[src/rtl/button_event_scheduler.sv]
// -----------------------------------------------------------------------------
// button_event_scheduler
//
// Debounces N raw switch inputs and turns each accepted level change into a
// press/release event. Events wait in a one-deep per-button pending store and
// are serialised onto a single valid/ready port by a round-robin arbiter.
//
// Debounce: a shared prescaler produces a one-cycle tick every TICK_DIV
// clocks. A button's debounced level flips only after STABLE_TICKS
// consecutive ticks on which the synchronised input disagreed with it; any
// agreement, even for one cycle, restarts the count.
//
// Optional long-press (macro BUTTON_EVENT_SCHEDULER_LONGPRESS_EN): a per-button
// hold counter counts ticks while the debounced level is high and posts a
// single long-press event when it reaches LONG_TICKS. Without the macro no hold
// counters exist, LONG_TICKS is ignored and ev_type never reads 2'b10.
//
// Ports:
//   CLK       system clock, rising edge
//   RST_N     asynchronous active-low reset
//   sw_in     raw asynchronous switch levels [N]
//   state     debounced level per button [N]
//   ev_valid  event available
//   ev_ready  consumer ready
//   ev_id     button index of the presented event [ID_W]
//   ev_type   00 release, 01 press, 10 long press
//   ev_ovf    one-cycle pulse: a pending event was overwritten by a newer one
//
// Handshake: an event transfers on a rising CLK edge where ev_valid and
// ev_ready are both high. While ev_valid is high and ev_ready is low, ev_id and
// ev_type hold. The output register reloads whenever it is empty or its event
// is being taken, so back-to-back acceptance yields one event per cycle.
// -----------------------------------------------------------------------------
module button_event_scheduler #(
  parameter int N            = 4,
  parameter int TICK_DIV     = 50000,
  parameter int STABLE_TICKS = 8,
  parameter int LONG_TICKS   = 100,
  parameter int ID_W         = 2
) (
  input  logic            CLK,
  input  logic            RST_N,
  input  logic [N-1:0]    sw_in,
  output logic [N-1:0]    state,
  output logic            ev_valid,
  input  logic            ev_ready,
  output logic [ID_W-1:0] ev_id,
  output logic [1:0]      ev_type,
  output logic            ev_ovf
);

  localparam int PW = (TICK_DIV > 1) ? $clog2(TICK_DIV) : 1;
  localparam int CW = (STABLE_TICKS > 0) ? $clog2(STABLE_TICKS + 1) : 1;

  logic [N-1:0]    sync1;
  logic [N-1:0]    s;
  logic [PW-1:0]   pcnt;
  logic            tick;
  logic [CW-1:0]   cnt [N];
  logic [N-1:0]    toggle;

  logic [N-1:0]    post_v;
  logic [1:0]      post_t [N];
  logic [N-1:0]    pend_v;
  logic [1:0]      pend_t [N];
  logic [N-1:0]    ovf_vec;

  logic [ID_W-1:0] rr;
  logic            load;
  logic            gnt_v;
  logic            grant;
  logic [ID_W-1:0] gnt_idx;
  logic [1:0]      gnt_t;

  // ---------------------------------------------------------------------------
  // Two-flop synchroniser and shared tick prescaler
  // ---------------------------------------------------------------------------
  always_ff @(posedge CLK or negedge RST_N) begin
    if (!RST_N) begin
      sync1 <= '0;
      s     <= '0;
      pcnt  <= '0;
    end else begin
      sync1 <= sw_in;
      s     <= sync1;
      pcnt  <= tick ? '0 : pcnt + PW'(1);
    end
  end

  assign tick = (pcnt == PW'(TICK_DIV - 1));

  // ---------------------------------------------------------------------------
  // Per-button debounce
  // ---------------------------------------------------------------------------
  always_comb begin
    toggle = '0;
    for (int i = 0; i < N; i++) begin
      toggle[i] = (s[i] != state[i]) && tick && (cnt[i] == CW'(STABLE_TICKS - 1));
    end
  end

  always_ff @(posedge CLK or negedge RST_N) begin
    if (!RST_N) begin
      state <= '0;
      for (int i = 0; i < N; i++) cnt[i] <= '0;
    end else begin
      for (int i = 0; i < N; i++) begin
        if (s[i] == state[i]) begin
          cnt[i] <= '0;
        end else if (tick) begin
          if (toggle[i]) begin
            state[i] <= ~state[i];
            cnt[i]   <= '0;
          end else begin
            cnt[i] <= cnt[i] + CW'(1);
          end
        end
      end
    end
  end

  // ---------------------------------------------------------------------------
  // Event posting (level change, optionally long press)
  // ---------------------------------------------------------------------------
`ifdef BUTTON_EVENT_SCHEDULER_LONGPRESS_EN
  localparam int HW = $clog2(LONG_TICKS + 1);

  logic [HW-1:0] hcnt [N];
  logic [N-1:0]  long_post;

  // A release on the same tick as the long-press threshold wins: the button is
  // no longer held, so only the release is reported.
  always_comb begin
    long_post = '0;
    for (int i = 0; i < N; i++) begin
      long_post[i] = state[i] && tick && !toggle[i] &&
                     (hcnt[i] == HW'(LONG_TICKS - 1));
    end
  end

  always_ff @(posedge CLK or negedge RST_N) begin
    if (!RST_N) begin
      for (int i = 0; i < N; i++) hcnt[i] <= '0;
    end else begin
      for (int i = 0; i < N; i++) begin
        if (!state[i] || toggle[i]) begin
          hcnt[i] <= '0;
        end else if (tick && (hcnt[i] < HW'(LONG_TICKS))) begin
          hcnt[i] <= hcnt[i] + HW'(1);
        end
      end
    end
  end

  always_comb begin
    for (int i = 0; i < N; i++) begin
      post_v[i] = toggle[i] | long_post[i];
      post_t[i] = toggle[i] ? {1'b0, ~state[i]} : 2'b10;
    end
  end
`else
  logic unused_long_ticks;
  assign unused_long_ticks = (LONG_TICKS != 0);

  // The event type is the level the button is about to take.
  always_comb begin
    for (int i = 0; i < N; i++) begin
      post_v[i] = toggle[i];
      post_t[i] = {1'b0, ~state[i]};
    end
  end
`endif

  // ---------------------------------------------------------------------------
  // Round-robin arbiter: search rr, rr+1, ... (mod N) over the pending store
  // ---------------------------------------------------------------------------
  assign load = !ev_valid || ev_ready;

  always_comb begin
    int j;
    j       = 0;
    gnt_v   = 1'b0;
    gnt_idx = '0;
    gnt_t   = 2'b00;
    for (int k = 0; k < N; k++) begin
      j = int'(rr) + k;
      if (j >= N) j = j - N;
      if (!gnt_v && pend_v[j]) begin
        gnt_v   = 1'b1;
        gnt_idx = ID_W'(j);
        gnt_t   = pend_t[j];
      end
    end
  end

  assign grant = load && gnt_v;

  // An overwrite is only lost data if the older event is not leaving this
  // cycle through the arbiter.
  always_comb begin
    ovf_vec = '0;
    for (int i = 0; i < N; i++) begin
      ovf_vec[i] = post_v[i] && pend_v[i] && !(grant && (gnt_idx == ID_W'(i)));
    end
  end

  always_ff @(posedge CLK or negedge RST_N) begin
    if (!RST_N) begin
      pend_v <= '0;
      for (int i = 0; i < N; i++) pend_t[i] <= 2'b00;
      ev_ovf <= 1'b0;
    end else begin
      for (int i = 0; i < N; i++) begin
        if (post_v[i]) begin
          pend_v[i] <= 1'b1;
          pend_t[i] <= post_t[i];
        end else if (grant && (gnt_idx == ID_W'(i))) begin
          pend_v[i] <= 1'b0;
        end
      end
      ev_ovf <= |ovf_vec;
    end
  end

  always_ff @(posedge CLK or negedge RST_N) begin
    if (!RST_N) begin
      ev_valid <= 1'b0;
      ev_id    <= '0;
      ev_type  <= 2'b00;
      rr       <= '0;
    end else if (load) begin
      if (gnt_v) begin
        ev_valid <= 1'b1;
        ev_id    <= gnt_idx;
        ev_type  <= gnt_t;
        rr       <= (int'(gnt_idx) == N - 1) ? '0 : gnt_idx + ID_W'(1);
      end else begin
        ev_valid <= 1'b0;
      end
    end
  end

endmodule

[config.mk]
export PLATFORM = sky130hd
export DESIGN_NAME = button_event_scheduler
export DESIGN_NICKNAME = d
export VERILOG_FILES = /design/src/rtl/button_event_scheduler.sv
export SDC_FILE = /design/constraint.sdc
export NUM_CORES = 1
export LEC_CHECK = 0
export CORE_MARGIN = 2
export CORE_UTILIZATION = 30
export CTS_CLUSTER_SIZE = 10
export DETAILED_ROUTE_END_ITERATION = 8
export PLACE_DENSITY = 0.51
export SLEW_MARGIN = 20
export SYNTH_ARGS = -nofsm -noshare
export SYNTH_HDL_FRONTEND = slang
export SYNTH_SLANG_ARGS = --single-unit
export TNS_END_PERCENT = 30
[constraint.sdc]
create_clock -name CLK -period 2.4 [get_ports CLK]
set_clock_uncertainty 0.2 [all_clocks]
set_input_delay 0.72 -clock CLK [delete_from_list [all_inputs] [get_ports CLK]]
set_output_delay 0.72 -clock CLK [all_outputs]
set_load 0.01 [all_outputs]
==> deck_impl_summary.md <==
Flow Results at a Glance

Finish
  – Non-clock inverters: 7
  – Buffers excl. clock: 31
  – #MultiIn Comb: 198
  – Non-clock buffering overhead: 9.12%
  – Largest class: registers
  – Cell Count, Final, Fillers Out: 407
  – Design Area, Final: 0.00318 mm²
  – Dominant logic cell type in the layout: dfrtp_1
  – Number of diodes: 0
  – Synth-to-layout area growth: 16.8%
  – Top Layout Cells: dfrtp_1, nand2_1, a21oi_1, nor2_1

Global route
  – Met3 Use GR: 2.67%
  – Vias in the first global route: 1845
  – Antenna violations before repair: 0
  – GRT overflow: 0
  – Met2 GRT Util: 17.1%

Final timing
  – Setup violations, final: 0
  – Count of pins over their slew limit: 0
  – Setup TNS: 0 ns
  – RSZ-0062 raised after global routing: no
  – Setup WS post-layout: 0.111 ns
  – Hold slack: 0.158 ns

Logic synthesis
  – Syn avg cell area: 10.0 µm²
  – Number of synthesized flops with an enable pin: 0
  – Cells after synthesis: 272
  – Mapped Nets: 288
  – Yosys cell types: 44
  – Area fraction in compound gates: 8.54%
  – MUX area fraction: 2.02%
  – Synth Warn #: 0
  – Post-synth seq share: 50.5%
  – Yosys adder share: 4.13%

Min path
  – Hold Crit Class: input port to async pin

Clock tree
  – CTS clk-pin slew, worst paths: 0.11 ns
  – Clock Path Buffers: 2
  – Setup Fix Bufs, Post-CTS: 0
  – Post-CTS Hold Buffers: 0
  – Cts repair resizes: 0
  – CTS tree: done
  – CTS root buf: clkbuf_8
  – Clock H-tree levels: 2

Routing
  – Iter 0 DRT Violations: 57
  – Metal1 wirelength: 2.74 mm
  – DRC viols: 0
  – Vias per cell: 4.96
  – Post-DR wirelength/cell: 13.0 µm
  – DR WL met3: 161 µm
  – Via Count: 2018
  – Met2 WL post-DR: 2.33 mm

Power and ir drop
  – Top power group: registers
  – Switching power: 0.638 mW
  – Pint: 1.44 mW
  – Sw Ratio: 30.8%
  – PwrDens: 652 mW/mm²
  – Comb pwr: 0.465 mW
  – Combinational power share: 22.4%
  – Pleak: 1.39 nW
  – Worst IR drop on VDD: 241 µV

Critical path
  – Slowest-stage cell, CP: clkdlybuf4s50_1
  – Crit path DRT: 1.48 ns
  – WS Path Type: flop to primary output
  – Flop-to-flop setup slack: 0.22 ns
  – Worst reg-to-reg path cell count: 8
  – R2r startpoint: pend_v[2]
  – Critical path depth: 1
  – CP cell instances: clkdlybuf4s50_1
  – Cell class contributing the biggest share of worst-path delay: buffers and inverters
  – Worst endpoint data arrival time: 1.37 ns
  – Crit path to: state[3]
  – Crit. End Element: primary output
  – Worst path bufs/invs: 1
  – CP Max Fanout: 6

Placed design
  – Pre-CTS setup slack: 0.201 ns
  – IO buf count: 15
  – Routability Congestion: 0.849
  – Placed cells: 399

Floorplanning
  – Ports: 17
  – Area of the core: 0.00876 mm²
  – DIE HEIGHT: 99.3 µm
  – Number of placement rows: 34
  – N_taps: 108
  – Full die area: 0.00986 mm²
  – Initial core utilization: 31.1%

Flow run
  – Tool warnings: 29
  – Max cap viols: 0

Run status
  – Outcome: completed
flip-flops by register name, summed over array words and instances, names as in the netlist:
name / count
sync1: 4
state: 3
pend_t: 1
ev_valid: 1
pend_v: 4
ev_ovf: 1
ev_type: 1
cnt: 16
pcnt: 16
s: 4
rr: 2
ev_id: 2
cell usage after synthesis (3+ instances only):
cell type  number  area share [%]
dfrtp_1        55              51
nand2_1        42             5.8
a21oi_1        22             4.0
nor2_1         20             2.8
xor2_1         13             4.2
nand4_1        11             2.5
xnor2_1        11             3.5
ha_1            9             4.1
or3_1           8             1.8
inv_1           7            0.96
nand3_1         7             1.3
buf_2           6             1.1
nand3b_1        5             1.4
clkbuf_1        4            0.55
mux2_2          4             1.7
o211ai_1        4             1.1
and3_1          3            0.69
nand2b_1        3            0.69
o21ai_0         3            0.55
**Sequential cells grouped by signal name**

Scale bar: 20 µm. Other sequential cells in the stronger gray, the rest of the logic in the fainter gray.
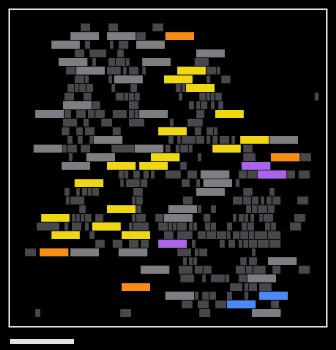
state -> purple  # placed flops 3
cnt -> yellow  # placed flops 16
sync1 -> orange  # placed flops 4
ev_id -> blue  # placed flops 2
Seq. cell area: 0.00138 mm²
seq pwr: 1.07 mW
sequential share of cell area: 43.3%
post-route core utilization: 36.3%

**Routed clock nets over the placement**

Scale bar: 20 µm.
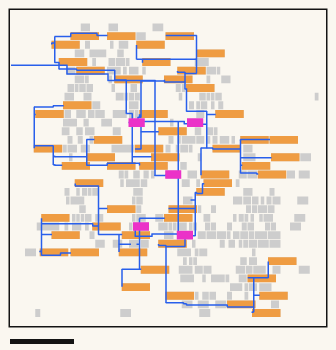
flip-flops -> orange  # count 55
clock drivers -> magenta  # count 5
clock wires -> blue  # length 757 µm
routed clock nets = 6
Worst-Skew Late Latency: 0.31 ns
clock power share: 25.8%
Clock group: 0.535 mW

**Clock nets**

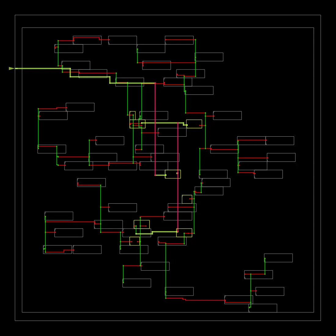
total CTS buffers: 5
number of clock-tree buffers in the layout: 5
clock sink total: 55

No activity file was given, so power comes from the tool's default toggle rates.
